$ cat src/rtl/ball_ctrl.sv
// Single-ball game controller: IDLE/RUN/DEAD flow, per-frame gravity/jump motion,
// horizontal steering with wall clamps, and an unsafe-zone death timer.
module ball_ctrl #(
    parameter int SCREEN_WIDTH  = 400,
    parameter int SCREEN_HEIGHT = 600,
    parameter int BALL_RADIUS   = 10,
    parameter int STEP_X        = 2,
    parameter int GRAVITY       = 1,
    parameter int JUMP_VEL      = 8,
    parameter int MAX_VY        = 8,
    parameter int UNSAFE_LIMIT  = 3
) (
    input  logic                              i_clk,
    input  logic                              i_rst_n,
    input  logic                              i_frame_tick,
    input  logic                              i_btn_start,
    input  logic                              i_btn_left,
    input  logic                              i_btn_right,
    input  logic                              i_btn_jump,
    input  logic                              i_is_safe,
    output logic [$clog2(SCREEN_WIDTH)-1:0]   o_ball_x,
    output logic [$clog2(SCREEN_HEIGHT)-1:0]  o_ball_y,
    output logic [1:0]                        o_state,
    output logic                              o_game_over,
    output logic [15:0]                       o_score
);

    localparam int XW = $clog2(SCREEN_WIDTH);
    localparam int YW = $clog2(SCREEN_HEIGHT);
    localparam int CW = $clog2(UNSAFE_LIMIT + 1);

    // All motion arithmetic is signed 12-bit so y+vy and x-STEP_X never wrap.
    localparam logic signed [11:0] X_MIN_S  = 12'(BALL_RADIUS);
    localparam logic signed [11:0] X_MAX_S  = 12'(SCREEN_WIDTH - 1 - BALL_RADIUS);
    localparam logic signed [11:0] Y_MIN_S  = 12'(BALL_RADIUS);
    localparam logic signed [11:0] FLOOR_S  = 12'(SCREEN_HEIGHT - 1 - BALL_RADIUS);
    localparam logic signed [11:0] GRAV_S   = 12'(GRAVITY);
    localparam logic signed [11:0] JUMP_S   = 12'(JUMP_VEL);
    localparam logic signed [11:0] MAX_VY_S = 12'(MAX_VY);
    localparam logic signed [11:0] STEP_S   = 12'(STEP_X);

    localparam logic [XW-1:0] X0_U     = XW'(SCREEN_WIDTH / 2);
    localparam logic [XW-1:0] X_MIN_U  = XW'(BALL_RADIUS);
    localparam logic [XW-1:0] X_MAX_U  = XW'(SCREEN_WIDTH - 1 - BALL_RADIUS);
    localparam logic [YW-1:0] Y_MIN_U  = YW'(BALL_RADIUS);
    localparam logic [YW-1:0] FLOOR_U  = YW'(SCREEN_HEIGHT - 1 - BALL_RADIUS);
    localparam logic [CW-1:0] LIMIT_M1 = CW'(UNSAFE_LIMIT - 1);

    typedef enum logic [1:0] {
        IDLE = 2'd0,
        RUN  = 2'd1,
        DEAD = 2'd2
    } state_t;

    state_t             state;
    logic signed [7:0]  vy;
    logic [CW-1:0]      unsafe_cnt;
    logic               jump_pending;
    logic               jump_prev;

    logic               jump_rise;
    logic               jump_take;
    logic signed [11:0] vy_wide;
    logic signed [11:0] vy_grav;
    logic signed [11:0] vy_new;
    logic signed [11:0] y_cur;
    logic signed [11:0] y_next;
    logic signed [11:0] x_cur;
    logic signed [11:0] x_step;
    logic signed [11:0] x_next;
    logic [YW-1:0]      y_res;
    logic signed [7:0]  vy_res;
    logic [XW-1:0]      x_res;
    logic               death;
    logic               state_bad;
    logic               go_idle;

    assign o_state = state;

    // NOTE: every always_comb output gets a default first so no path can infer a latch.
    always_comb begin
        jump_rise = i_btn_jump & ~jump_prev;
        jump_take = jump_pending | jump_rise;

        vy_wide = {{4{vy[7]}}, vy};
        vy_grav = vy_wide + GRAV_S;
        vy_new  = (vy_grav > MAX_VY_S) ? MAX_VY_S : vy_grav;
        if (jump_take) vy_new = -JUMP_S;

        y_cur  = 12'(o_ball_y);
        y_next = y_cur + vy_new;
        y_res  = YW'(y_next);
        vy_res = vy_new[7:0];
        if (y_next >= FLOOR_S) begin
            y_res  = FLOOR_U;
            vy_res = '0;
        end else if (y_next < Y_MIN_S) begin
            y_res  = Y_MIN_U;
            vy_res = '0;
        end

        x_step = '0;
        case ({i_btn_right, i_btn_left})
            2'b10:   x_step = STEP_S;
            2'b01:   x_step = -STEP_S;
            default: x_step = '0;
        endcase
        x_cur  = 12'(o_ball_x);
        x_next = x_cur + x_step;
        x_res  = XW'(x_next);
        if (x_next < X_MIN_S)      x_res = X_MIN_U;
        else if (x_next > X_MAX_S) x_res = X_MAX_U;

        // Death fires on the tick whose increment would reach the limit.
        death     = ~i_is_safe & (unsafe_cnt >= LIMIT_M1);
        state_bad = !(state inside {IDLE, RUN, DEAD});
        go_idle   = (state == IDLE) | ((state == DEAD) & i_btn_start) | state_bad;
    end

    // NOTE: sequential state uses non-blocking assignments only, so every register
    // samples pre-edge values regardless of statement order.
    always_ff @(posedge i_clk or negedge i_rst_n) begin
        if (!i_rst_n) begin
            state        <= IDLE;
            o_ball_x     <= X0_U;
            o_ball_y     <= FLOOR_U;
            vy           <= '0;
            o_score      <= '0;
            o_game_over  <= 1'b0;
            jump_pending <= 1'b0;
            jump_prev    <= 1'b0;
            unsafe_cnt   <= '0;
        end else begin
            jump_prev <= i_btn_jump;

            if (go_idle) begin
                o_ball_x     <= X0_U;
                o_ball_y     <= FLOOR_U;
                vy           <= '0;
                o_score      <= '0;
                jump_pending <= 1'b0;
                unsafe_cnt   <= '0;
                o_game_over  <= 1'b0;
            end

            case (state)
                IDLE: begin
                    if (i_btn_start) state <= RUN;
                end
                RUN: begin
                    if (i_frame_tick) begin
                        if (death) begin
                            state       <= DEAD;
                            o_game_over <= 1'b1;
                        end else begin
                            o_ball_x     <= x_res;
                            o_ball_y     <= y_res;
                            vy           <= vy_res;
                            jump_pending <= 1'b0;
                            unsafe_cnt   <= i_is_safe ? '0 : unsafe_cnt + CW'(1);
                            if (o_score != 16'hFFFF) o_score <= o_score + 16'd1;
                        end
                    end else if (jump_rise) begin
                        jump_pending <= 1'b1;
                    end
                end
                DEAD: begin
                    if (i_btn_start) state <= IDLE;
                end
                default: state <= IDLE;
            endcase
        end
    end

endmodule

$ cat config.mk
export PLATFORM = sky130hd
export DESIGN_NAME = ball_ctrl
export DESIGN_NICKNAME = d
export VERILOG_FILES = /design/src/rtl/ball_ctrl.sv
export SDC_FILE = /design/constraint.sdc
export NUM_CORES = 1
export LEC_CHECK = 0
export CORE_ASPECT_RATIO = 1.25
export CORE_MARGIN = 2
export CORE_UTILIZATION = 60
export CTS_CLUSTER_DIAMETER = 120
export DETAILED_ROUTE_END_ITERATION = 10
export PLACE_DENSITY = 0.87
export SLEW_MARGIN = 40
export SYNTH_ARGS = -nofsm -noshare
export SYNTH_HDL_FRONTEND = slang
export SYNTH_SLANG_ARGS = --single-unit
$ cat constraint.sdc
create_clock -name i_clk -period 8.27 [get_ports i_clk]
set_input_delay 1.654 -clock i_clk [delete_from_list [all_inputs] [get_ports i_clk]]
set_output_delay 1.654 -clock i_clk [all_outputs]
set_load 0.02 [all_outputs]
Figure 1. M2 wires (run 1).
Scale: 4 px per um. Cells faint in the background.
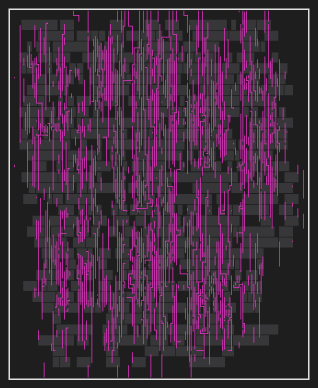
wire length on this layer = 4520 um
longest straight run = 29.2 um
share of all routed wire = 51%
nets with wire on the layer = 441

Figure 2. Clock network drawn from the DEF (run 1).
Scale: 6 px per um.
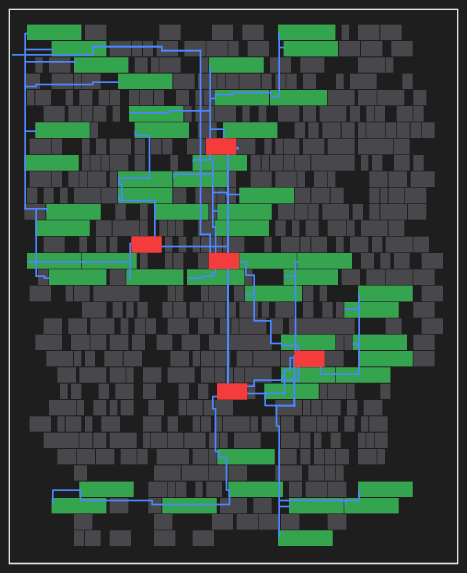
green -> flip-flops  # count 50
blue -> clock wires  # length 604 um
red -> cells driving clock nets  # count 5
flops lie = widely spread
clock power share: 9.9%
clk latency late pin: 0.31 ns
clock skew: 0.00569 ns

==> Slide: Implementation Results, run 1 <==
Synthesis and Place & Route Summary

Status
  • Status: completed

STA
  • Worst-Margin Slew: 0.853 ns
  • Setup-failing EPs final: 0
  • Rel. slew slack: 42.7%
  • Final Max Tran Viols: 0
  • Endpoints failing hold: 0
  • Fmax: 173 MHz
  • RSZ-0062 raised after global routing: false
  • Setup TNS: 0 ns
  • Crit path time final: 5.77 ns
  • Part of the cycle the worst path needs: 69.7%

Synthesis
  • Post-synth ARST share: 100%
  • Count leader, synth: dfrtp_1
  • Syn Area/Cell: 8.81 um2
  • Yosys Chip Area: 3730 um2
  • Post-synth area hogs: dfrtp_1 (28%), ha_1 (8.7%), dfstp_2 (5.6%), nand2_1 (4.0%), a22o_1 (4.0%)
  • Cells in synth_stat.txt: 423
  • Mapped Nets: 459
  • Dominant flop cell: dfrtp_1
  • Warnings, synthesis: 0
  • Post-synthesis sequential area ratio: 33.8%
  • Post-synthesis cell count: 423
  • Top-area cell share: 28.2%
  • Cell Type Count: 71

Worst setup path
  • Worst Setup EP: o_ball_y[8]$_DFF_PN0_
  • R2R depth: 19
  • Most frequent CP cell: a21oi_1
  • Crit path arrival time: 6.02 ns
  • Cell family with most CP delay: AND-OR/OR-AND gates
  • Critical Path Max Stage Delay: 0.72 ns
  • Worst setup path class: input port to flip-flop
  • Crit path launch: i_btn_jump
  • Stages on worst setup path: 15
  • RR Endpoint: o_ball_y[8]$_DFF_PN0_
  • R2r setup slk: 3.30 ns
  • Crit-path slowest cell: nor4_4
  • Worst endpoint required time: 8.52 ns
  • Reg2reg start: vy[0]$_DFF_PN0_
  • CP Launch Type: input port

Clocking
  • CTS H-tree depth: 2
  • Root buffer cell: clkbuf_8
  • CTS clk-pin slew, worst paths: 0.09 ns
  • CTS tree: done
  • Clock Tree Buf Depth: 2
  • # Post-CTS Setup Buffers: 0
  • CTS resizes: 0

Global routing
  • GRT Util Overall: 26.8%
  • Total gr overflow: 0
  • Vias in the first global route: 3302
  • First-pass GRT wire length: 14.7 mm
  • Antenna violations before repair: 0

Routing
  • Routed vias: 3424
  • Drt total wl: 8.86 mm
  • DRT Pass-1 Iters: 5
  • DRT iter0 DRCs: 240
  • Post-DRT Antenna Nets: 0
  • Average wire per standard cell: 16.1 um

Placement
  • Buffers added on ports: 45
  • Post-DP HPWL: 6.52 mm
  • RePlAce Congestion: 0.985

Floorplanning
  • Die X: 74.5 um
  • Rows: 32
  • Core region area: 6090 um2
  • Die Area: 6860 um2
  • Boundary pin count: 46

Cells and area
  • Nets: 499
  • Logic cell area: 2340 um2
  • N_diodes: 0
  • Layout cells sized above 1: 7.33%
  • Reg area: 1260 um2
  • Final cell utilization of the core: 71.3%
  • Area delta synth->final: 16.4%
  • FILL cells: 499

Flow run
  • Max Cap Viol: 0
  • Tool warnings: 30

Min path
  • HP Class: flip-flop to flip-flop

Pwr
  • Pleak: 1.91 nW
  • Power Dens Cells: 412 nW/um2
Figure 3. The clock network (run 1).
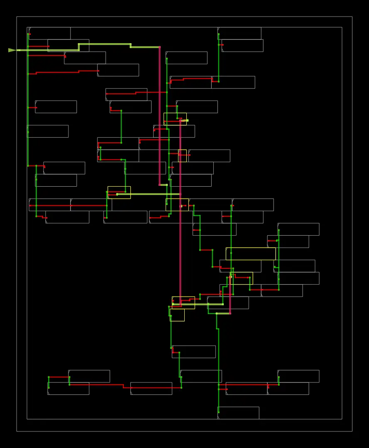
total CTS buffers: 5
clk sinks: 50
clkbuf count: 5

-- run 1: power by group --
part           total, mW  switching, mW  internal [mW]
logic               1.19          0.697          0.496
registers          0.419         0.0849          0.334
clock network      0.177         0.0860         0.0908
-- run 1: final cells by class --
class	instances	area share [%]
Sequential cell	50	29.1
Clock inverter	3	1.01
Inverter	19	1.64
Clock buffer	5	1.59
Timing Repair Buffer	46	10.4
Tap cell	85	2.45
Multi-Input combinational cell	341	53.8
-- run 1: metal layers --
metal | GRT usage, % | part of all wire, % | vias up
li1 | - | - | 1635
met1 | 35.2 | 43 | 1659
met2 | 45.0 | 51 | 113
met3 | 3.30 | 4.2 | 17
met4 | 8.93 | 1.7 | 0
met5 | 0 | 0 | -
-- run 1: per-stage QoR --
stage	total power, mW	instances	setup WS [ns]	cell area (um2)	hold WS, ns
finish	1.79	549	2.50	4340	0.500
global placement	1.56	541	2.54	4220	0.466
global route	1.93	549	2.16	4340	0.519
floorplan	1.29	423	3.50	3730	0.451
detailed placement	1.59	541	2.30	4220	0.478
CTS	1.78	549	2.55	4340	0.499
-- run 1: how the worst min path moves through the flow --
stage | cells past startpoint | slack, ns | startpoint | end
after CTS | 2 | 0.50 | jump_pending$_DFF_PN0_ | jump_pending$_DFF_PN0_
after detailed placement | 2 | 0.48 | jump_pending$_DFF_PN0_ | jump_pending$_DFF_PN0_
after global placement | 2 | 0.47 | jump_pending$_DFF_PN0_ | jump_pending$_DFF_PN0_
after floorplan | 2 | 0.45 | jump_pending$_DFF_PN0_ | jump_pending$_DFF_PN0_
final | 2 | 0.50 | jump_pending$_DFF_PN0_ | jump_pending$_DFF_PN0_
after global routing | 2 | 0.52 | jump_pending$_DFF_PN0_ | jump_pending$_DFF_PN0_
-- run 1: sequential cells by signal, indices dropped and copies added (netlist names) --
| signal | count |
|---|---|
| unsafe_cnt | 2 |
| o_game_over | 1 |
| o_score | 16 |
| o_ball_x | 9 |
| jump_prev | 1 |
| vy | 8 |
| jump_pending | 1 |
| o_state | 2 |
| o_ball_y | 10 |
-- run 1: worst reg2reg max path: cells and delay by family (launching register included) --
kind,cells,cell delay [ns]
buffers and inverters,1,0.07
AND-OR/OR-AND,7,1.53
flip-flops,1,0.49
adder cells (fa/ha/maj),3,0.98
AND/OR/NAND/NOR,8,1.84
-- run 1: logic make-up (layout without fill, tap and decap cells) --
group           count (synthesis)  after routing  synth area share (%)
simple gates                  154            154                  21.0
compound gates                132            132                  25.2
flops                          50             50                  33.8
buf+inv                        32             73                  3.59
fa+ha+maj                      28             28                  9.80
xor+xnor                       22             22                  5.17
mux                             5              5                  1.38
-- run 1: cell usage in the layout (no fill, tap or decap), types with 7 or more instances in the layout --
cell,instances
a22o_1,17
xnor2_1,11
dfstp_2,8
nand2_1,40
a21o_1,8
dfrtp_1,42
clkdlybuf4s50_1,44
ha_1,26
inv_1,19
xor2_1,11
a21oi_1,25
nor2_1,34
nand3_1,23
and3_1,7
o21ai_0,23
nor3_1,13
Figure 4. Cell classes on the final placement (run 1).
Scale: 4 px per um. Fill, decap, tap and diode cells in grey.
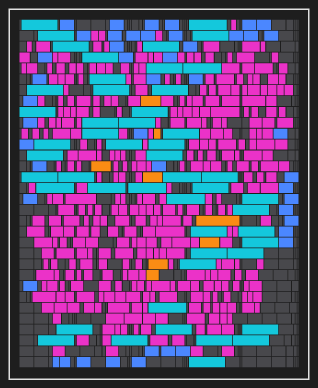

## Run 2: what changed since run 1
--- a/config.mk
+++ b/config.mk
@@ -7,10 +7,10 @@
 export LEC_CHECK = 0
 export CORE_ASPECT_RATIO = 1.25
 export CORE_MARGIN = 2
-export CORE_UTILIZATION = 60
+export CORE_UTILIZATION = 57
 export CTS_CLUSTER_DIAMETER = 120
 export DETAILED_ROUTE_END_ITERATION = 10
-export PLACE_DENSITY = 0.87
+export PLACE_DENSITY = 0.84
 export SLEW_MARGIN = 40
 export SYNTH_ARGS = -nofsm -noshare
 export SYNTH_HDL_FRONTEND = slang
==> constraint.sdc (replaced) <==
create_clock -name i_clk -period 5.9 [get_ports i_clk]
set_input_delay 1.18 -clock i_clk [delete_from_list [all_inputs] [get_ports i_clk]]
set_output_delay 1.18 -clock i_clk [all_outputs]
set_load 0.02 [all_outputs]
Figure 5. Cell classes on the final placement (run 2).
Scale: 4 px per um. Fill, decap, tap and diode cells in grey.
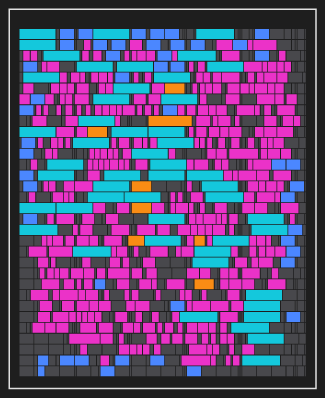
blue -> other buffers and delay cells  # cells 47, share of their area 11%
magenta -> all other logic  # cells 360, share of their area 57%
cyan -> flip-flops  # cells 50, share of their area 30%
orange -> clock drivers and dummy loads  # cells 8, share of their area 2.8%
Rows: 32
core region area: 6250 um2
final cell utilization of the core: 69.7%
flop share of the area: 29.0%

Figure 6. The clock network (run 2).
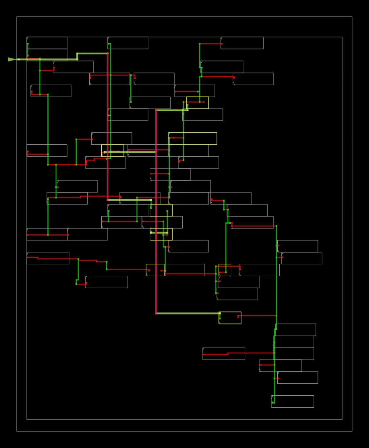
flop count: 50
Clock net power: 255 uW
clock skew: 0.0146 ns
clk latency late pin: 0.32 ns

Figure 7. I/O pins on the die edge (run 2).
Scale: 3 px per um. Pins as bars across the die edge, other pins in grey.
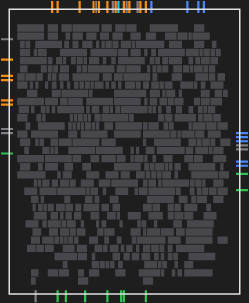
blue -> o_ball_x  # pins 9, direction output, edge 5 right, 4 top
orange -> o_score  # pins 16, direction output, edge 11 top, 5 left
green -> o_ball_y  # pins 10, direction output, edge 7 bottom, 2 right, 1 left
cyan -> i_btn_start  # pins 1, direction input, edge top
all pins by edge = 20 top, 9 right, 9 left, 8 bottom

==> Slide: Implementation Results, run 2 <==
Synthesis and Place & Route Summary

Placement
  • RePlAce Congestion: 0.943 (-4.2%)
  • Buffers added on ports: 45 (unchanged)
  • Dpl ws: 0.524 ns (-1.78 ns)
  • Post-DP HPWL: 6.77 mm (+3.8%)

Synthesis
  • Post-synth area hogs: dfrtp_1 (28%), ha_1 (8.7%), dfstp_2 (5.6%), nand2_1 (4.0%), a22o_1 (4.0%)
  • Cells in synth_stat.txt: 423 (unchanged)
  • Cell Type Count: 71 (unchanged)
  • Post-synthesis xor/xnor area fraction: 5.17% (unchanged)
  • Multiplexer share: 1.38% (unchanged)
  • Syn Area/Cell: 8.81 um2 (unchanged)
  • Simple share: 21.0% (unchanged)
  • Post-synthesis sequential area ratio: 33.8% (unchanged)
  • Top-area cell share: 28.2% (unchanged)
  • Count leader, synth: dfrtp_1
  • Post-synth ARST share: 100% (unchanged)
  • Adder share: 9.80% (unchanged)
  • Top logic family: AND-OR/OR-AND gates
  • Mapped Nets: 459 (unchanged)
  • Warnings, synthesis: 0 (unchanged)
  • Dominant flop cell: dfrtp_1
  • Yosys Chip Area: 3730 um2 (unchanged)
  • Post-synthesis cell count: 423 (unchanged)

Routing
  • Routed vias: 3402 (-0.64%)
  • DRT iter0 DRCs: 192 (-20%)
  • Via density per instance: 6.19
  • DRT Pass-1 Iters: 4 (-1)
  • Average wire per standard cell: 16.3 um (+1.2%)
  • Post-DRT Antenna Nets: 0 (unchanged)
  • Drt total wl: 8.98 mm (+1.4%)

Cells and area
  • Commonest Layout Cell: clkdlybuf4s50_1
  • Layout cells sized above 1: 7.53% (+0.20 points)
  • Area delta synth->final: 16.8%
  • Biggest regs: o_score x16, o_ball_y x10, o_ball_x x9
  • Logic cell area: 2340 um2 (unchanged)
  • Nets: 500 (+0.20%)
  • Max reg flops: 16 (unchanged)
  • Reg area: 1260 um2 (unchanged)
  • Top reg by flops: o_score
  • N_diodes: 0 (unchanged)
  • Most instantiated logic cells after routing: clkdlybuf4s50_1 (44), dfrtp_1 (42), nand2_1 (40)

Global routing
  • First-pass GRT wire length: 14.6 mm (-0.84%)
  • GRT Util Overall: 24.9% (-1.9 points)
  • Vias in the first global route: 3150 (-4.6%)
  • Total gr overflow: 0 (unchanged)

STA
  • Final worst slack: 0.789 ns (-1.71 ns)
  • Endpoints failing hold: 0 (unchanged)
  • Worst-Margin Slew: 0.789 ns (-0.0634 ns)
  • Fmax: 196 MHz
  • Part of the cycle the worst path needs: 86.6%
  • Final Max Tran Viols: 0 (unchanged)
  • Setup TNS: 0 ns (unchanged)
  • Crit path time final: 5.11 ns
  • Rel. slew slack: 47.2% (+4.5 points)

Clocking
  • Total CTS buffers: 5 (unchanged)
  • Root buffer cell: clkbuf_8
  • CTS clk-pin slew, worst paths: 0.11 ns (+0.02 ns)
  • # Post-CTS Setup Buffers: 0 (unchanged)
  • CTS resizes: 0 (unchanged)
  • Clk sinks: 50 (unchanged)
  • CTS tree: done
  • Clock Tree Buf Depth: 2 (unchanged)
  • CTS H-tree depth: 2 (unchanged)

Worst setup path
  • Crit path arrival time: 5.36 ns (-0.66 ns)
  • R2r setup slk: 1.13 ns (-2.17 ns)
  • CP Launch Type: input port
  • Worst setup path class: input port to flip-flop

Flow run
  • Tool warnings: 30 (unchanged)

Floorplanning
  • Die Area: 7210 um2 (+5.0%)
  • Boundary pin count: 46 (unchanged)
  • FP Core Util: 59.7%

Status
  • Status: completed

Pwr
  • Power Dens Cells: 584 nW/um2 (+42%)
  • Pleak: 1.92 nW (+0.16%)

Min path
  • HP Class: flip-flop to flip-flop
run 2: worst max-delay path, stage by stage:
cell	delay, ns
clkdlybuf4s50_1	0.44
a21oi_1	0.37
a21boi_0	0.35
nor2b_1	0.23
ha_1	0.24
inv_1	0.07
fa_1	0.42
nand2b_1	0.19
a21oi_1	0.32
o31ai_1	0.14
nand4b_1	0.21
a32oi_1	0.30
nor2_1	0.11
nor4_4	0.38
buf_4	0.25
a22o_1	0.14
run 2: final timing paths:
path,from,end,cells after the start
worst max-delay path,i_btn_jump,vy[6]$_DFF_PN0_,16
worst min-delay path,o_score[4]$_DFF_PN0_,o_score[4]$_DFF_PN0_,1
worst max register to register,vy[0]$_DFF_PN0_,vy[6]$_DFF_PN0_,19
worst min register to register,o_score[4]$_DFF_PN0_,o_score[4]$_DFF_PN0_,1
max in group asynchronous,i_rst_n,o_ball_x[2]$_DFF_PN0_,2
min in group asynchronous,i_rst_n,o_score[0]$_DFF_PN0_,2
run 2: layout make-up:
type	instances	share of cell area, %
multi-input cells	341	53.7
flip-flops and latches	50	29.0
repair buffers	47	10.6
well taps	85	2.44
inverters	19	1.64
clock buffers	5	1.58
clock inverters	3	1.12
run 2: layer usage:
layer / global-route usage [%] / up-vias / part of all wire (%)
li1: - / 1634 / -
met1: 31.0 / 1670 / 44
met2: 45.3 / 80 / 51
met3: 2.96 / 18 / 3.7
met4: 7.88 / 0 / 2.0
met5: 0 / - / 0
run 2: kinds of logic after synthesis:
logic type | after synthesis
compound gates | 132
xor+xnor | 22
fa+ha+maj | 28
buf+inv | 32
flops | 50
mux | 5
simple gates | 154
run 2: power by group:
group | switching [mW] | total, mW | internal (mW)
registers | 0.119 | 0.587 | 0.468
logic | 0.998 | 1.70 | 0.702
clock network | 0.125 | 0.255 | 0.129
run 2: metrics by stage:
stage | cells | cell area [um2] | power, mW | hold WS (ns) | util, %
6_report | 550 | 4350 | 2.54 | 0.512 | 69.7
3_3_place_gp | 542 | 4230 | 2.23 | 0.465 | 67.7
4_1_cts | 550 | 4350 | 2.53 | 0.521 | 69.6
2_1_floorplan | 423 | 3730 | 1.81 | 0.451 | -
3_5_place_dp | 542 | 4230 | 2.26 | 0.489 | 67.7
5_1_grt | 550 | 4350 | 2.73 | 0.540 | 69.7
## Run 3: what changed since run 2
--- a/config.mk
+++ b/config.mk
@@ -9,6 +9,7 @@
 export CORE_MARGIN = 2
 export CORE_UTILIZATION = 57
 export CTS_CLUSTER_DIAMETER = 120
+export CTS_CLUSTER_SIZE = 28
 export DETAILED_ROUTE_END_ITERATION = 10
 export PLACE_DENSITY = 0.84
 export SLEW_MARGIN = 40
Figure 8. Cell classes on the final placement (run 3).
Scale: 4 px per um. Fill, decap, tap and diode cells in grey.
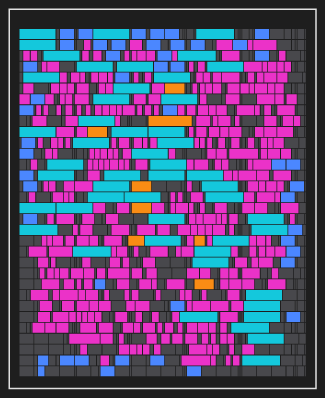
cyan -> flip-flops  # cells 50, share of their area 30%
magenta -> all other logic  # cells 360, share of their area 57%
blue -> other buffers and delay cells  # cells 47, share of their area 11%
orange -> clock drivers and dummy loads  # cells 8, share of their area 2.8%

Figure 9. M2 wires (run 3).
Scale: 4 px per um. Cells faint in the background.
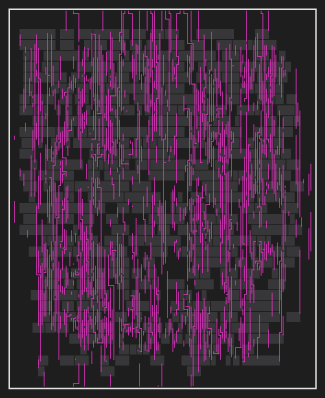
wire length on this layer = 4560 um
longest straight run = 31.8 um

Figure 10. Clock network drawn from the DEF (run 3).
Scale: 6 px per um.
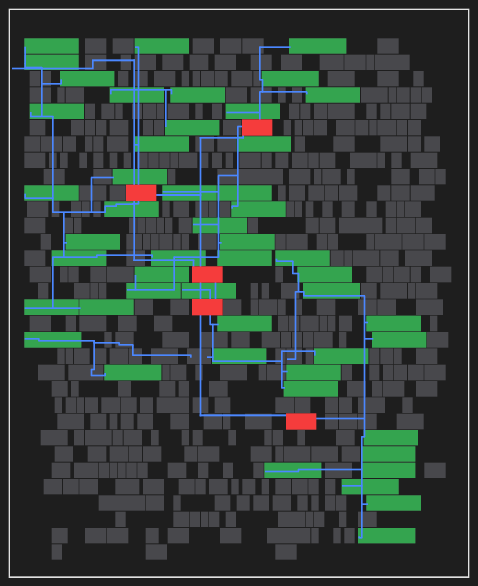
clock power share: 10.0%

==> Slide: Implementation Results, run 3 <==
Synthesis and Place & Route Summary

Status
  • Status: completed

Pwr
  • Power, Total: 2.54 mW (unchanged)
  • Combinational power share: 66.9% (about the same)
  • Power Dens Cells: 584 nW/um2 (unchanged)
  • Sw power: 1.24 mW (unchanged)
  • Seq pwr share: 23.1% (about the same)
  • Pleak: 1.92 nW (unchanged)

Worst setup path
  • Most frequent CP cell: a21oi_1
  • Crit-path slowest cell: clkdlybuf4s50_1
  • RR Endpoint: vy[6]$_DFF_PN0_
  • Reg2reg start: vy[0]$_DFF_PN0_
  • Crit path launch: i_btn_jump
  • Crit-path cells: clkdlybuf4s50_1, a21oi_1, a21boi_0, nor2b_1, ha_1, inv_1, fa_1, nand2b_1, a21oi_1, o31ai_1, nand4b_1, a32oi_1, nor2_1, nor4_4, buf_4, a22o_1
  • Critical Path Max Stage Delay: 0.44 ns (about the same)

Clocking
  • CTS resizes: 0 (unchanged)
  • Clk sinks: 50 (unchanged)
  • CTS H-tree depth: 2 (unchanged)
  • Clock Tree Buf Depth: 2 (unchanged)
  • Total CTS buffers: 5 (unchanged)

STA
  • Fmax: 196 MHz (unchanged)
  • Final worst slack: 0.789 ns (unchanged)
  • Hold Slack: 0.512 ns (unchanged)
  • Worst-Margin Slew: 0.789 ns (unchanged)
  • Endpoints failing hold: 0 (unchanged)

Placement
  • Post-DP HPWL: 6.77 mm (unchanged)
  • RePlAce Congestion: 0.943 (unchanged)
  • Buffers added on ports: 45 (unchanged)
  • Post-place instance area: 4230 um2 (unchanged)
  • Dpl ws: 0.524 ns (unchanged)

Floorplanning
  • Rows: 32 (unchanged)
  • FP Core Util: 59.7% (unchanged)
  • Core region area: 6250 um2 (unchanged)
  • Die Area: 7210 um2 (unchanged)
  • Boundary pin count: 46 (unchanged)

Synthesis
  • Mapped Nets: 459 (unchanged)
  • Yosys Chip Area: 3730 um2 (unchanged)
  • Syn Area/Cell: 8.81 um2 (unchanged)
  • Post-synth area hogs: dfrtp_1 (28%), ha_1 (8.7%), dfstp_2 (5.6%), nand2_1 (4.0%), a22o_1 (4.0%)
  • Post-synth ARST share: 100% (unchanged)
  • Top-area cell share: 28.2% (unchanged)
  • Post-synthesis cell count: 423 (unchanged)
  • Count leader, synth: dfrtp_1
  • Warnings, synthesis: 0 (unchanged)
  • Dominant flop cell: dfrtp_1

Cells and area
  • Final cell utilization of the core: 69.7% (unchanged)
  • Fin area: 4350 um2 (unchanged)
  • Nets: 500 (unchanged)
  • Top reg by flops: o_score
  • Commonest Layout Cell: clkdlybuf4s50_1
  • Most instantiated logic cells after routing: clkdlybuf4s50_1 (44), dfrtp_1 (42), nand2_1 (40)
  • N_diodes: 0 (unchanged)
  • Area delta synth->final: 16.8% (unchanged)
  • Layout cells sized above 1: 7.53% (unchanged)
  • Post-Layout Cell Count: 550 (unchanged)
  • Biggest regs: o_score x16, o_ball_y x10, o_ball_x x9

Routing
  • Drt total wl: 8.98 mm (unchanged)
  • Routed vias: 3402 (unchanged)
  • DRT Pass-1 Iters: 4 (unchanged)
  • Via density per instance: 6.19 (unchanged)

Min path
  • Hold Path Cell Cnt: 1 (unchanged)

Flow run
  • Tool warnings: 30 (unchanged)

Global routing
  • Vias in the first global route: 3150 (unchanged)
run 3: cell counts after synthesis:
No cell type changed its count.
run 3: cells by family after synthesis:
logic type               share of synthesized area, %
buffers and inverters                            3.59
XOR/XNOR                                         5.17
flip-flops                                       33.8
AND/OR/NAND/NOR                                  21.0
AND-OR/OR-AND                                    25.2
multiplexers                                     1.38
adder cells (fa/ha/maj)                          9.80
run 3: worst max-delay path, delay by kind of cell:
family                   cells  cell delay [ns]
AND/OR/NAND/NOR              5             1.12
buffers and inverters        3             0.76
AND-OR/OR-AND                6             1.62
adder cells (fa/ha/maj)      2             0.66
run 3: cell type report:
cell class | instances | share of cell area (%)
clock inverters | 3 | 1.12
clock buffers | 5 | 1.58
inverters | 19 | 1.64
multi-input cells | 341 | 53.7
flip-flops and latches | 50 | 29.0
well taps | 85 | 2.44
repair buffers | 47 | 10.6
run 3: per-layer routing:
layer | share of wire (%) | wire (um) | track usage (%) | vias up
li1 | - | - | - | 1634
met1 | 44 | 3910 | 31.0 | 1670
met2 | 51 | 4560 | 45.3 | 80
met3 | 3.7 | 332 | 2.96 | 18
met4 | 2.0 | 184 | 7.88 | 0
met5 | 0 | 0 | 0 | -
run 3: worst min path at each step:
stage / startpoint / to
2_1_floorplan: jump_pending$_DFF_PN0_ / jump_pending$_DFF_PN0_
3_3_place_gp: jump_pending$_DFF_PN0_ / jump_pending$_DFF_PN0_
3_5_place_dp: jump_pending$_DFF_PN0_ / jump_pending$_DFF_PN0_
4_1_cts: o_score[4]$_DFF_PN0_ / o_score[4]$_DFF_PN0_
5_1_grt: o_score[4]$_DFF_PN0_ / o_score[4]$_DFF_PN0_
6_report: o_score[4]$_DFF_PN0_ / o_score[4]$_DFF_PN0_
run 3: power by group through the flow:
| stage | clock [mW] | sequential (mW) | combinational, mW |
|---|---|---|---|
| after floorplan | 0 | 0.649 | 1.17 |
| after global placement | 0 | 0.586 | 1.64 |
| after detailed placement | 0 | 0.591 | 1.67 |
| after CTS | 0.257 | 0.586 | 1.68 |
| after global routing | 0.271 | 0.606 | 1.85 |
| final | 0.255 | 0.587 | 1.70 |
Power figures rest on the tool's default switching activity, not on a simulated workload.
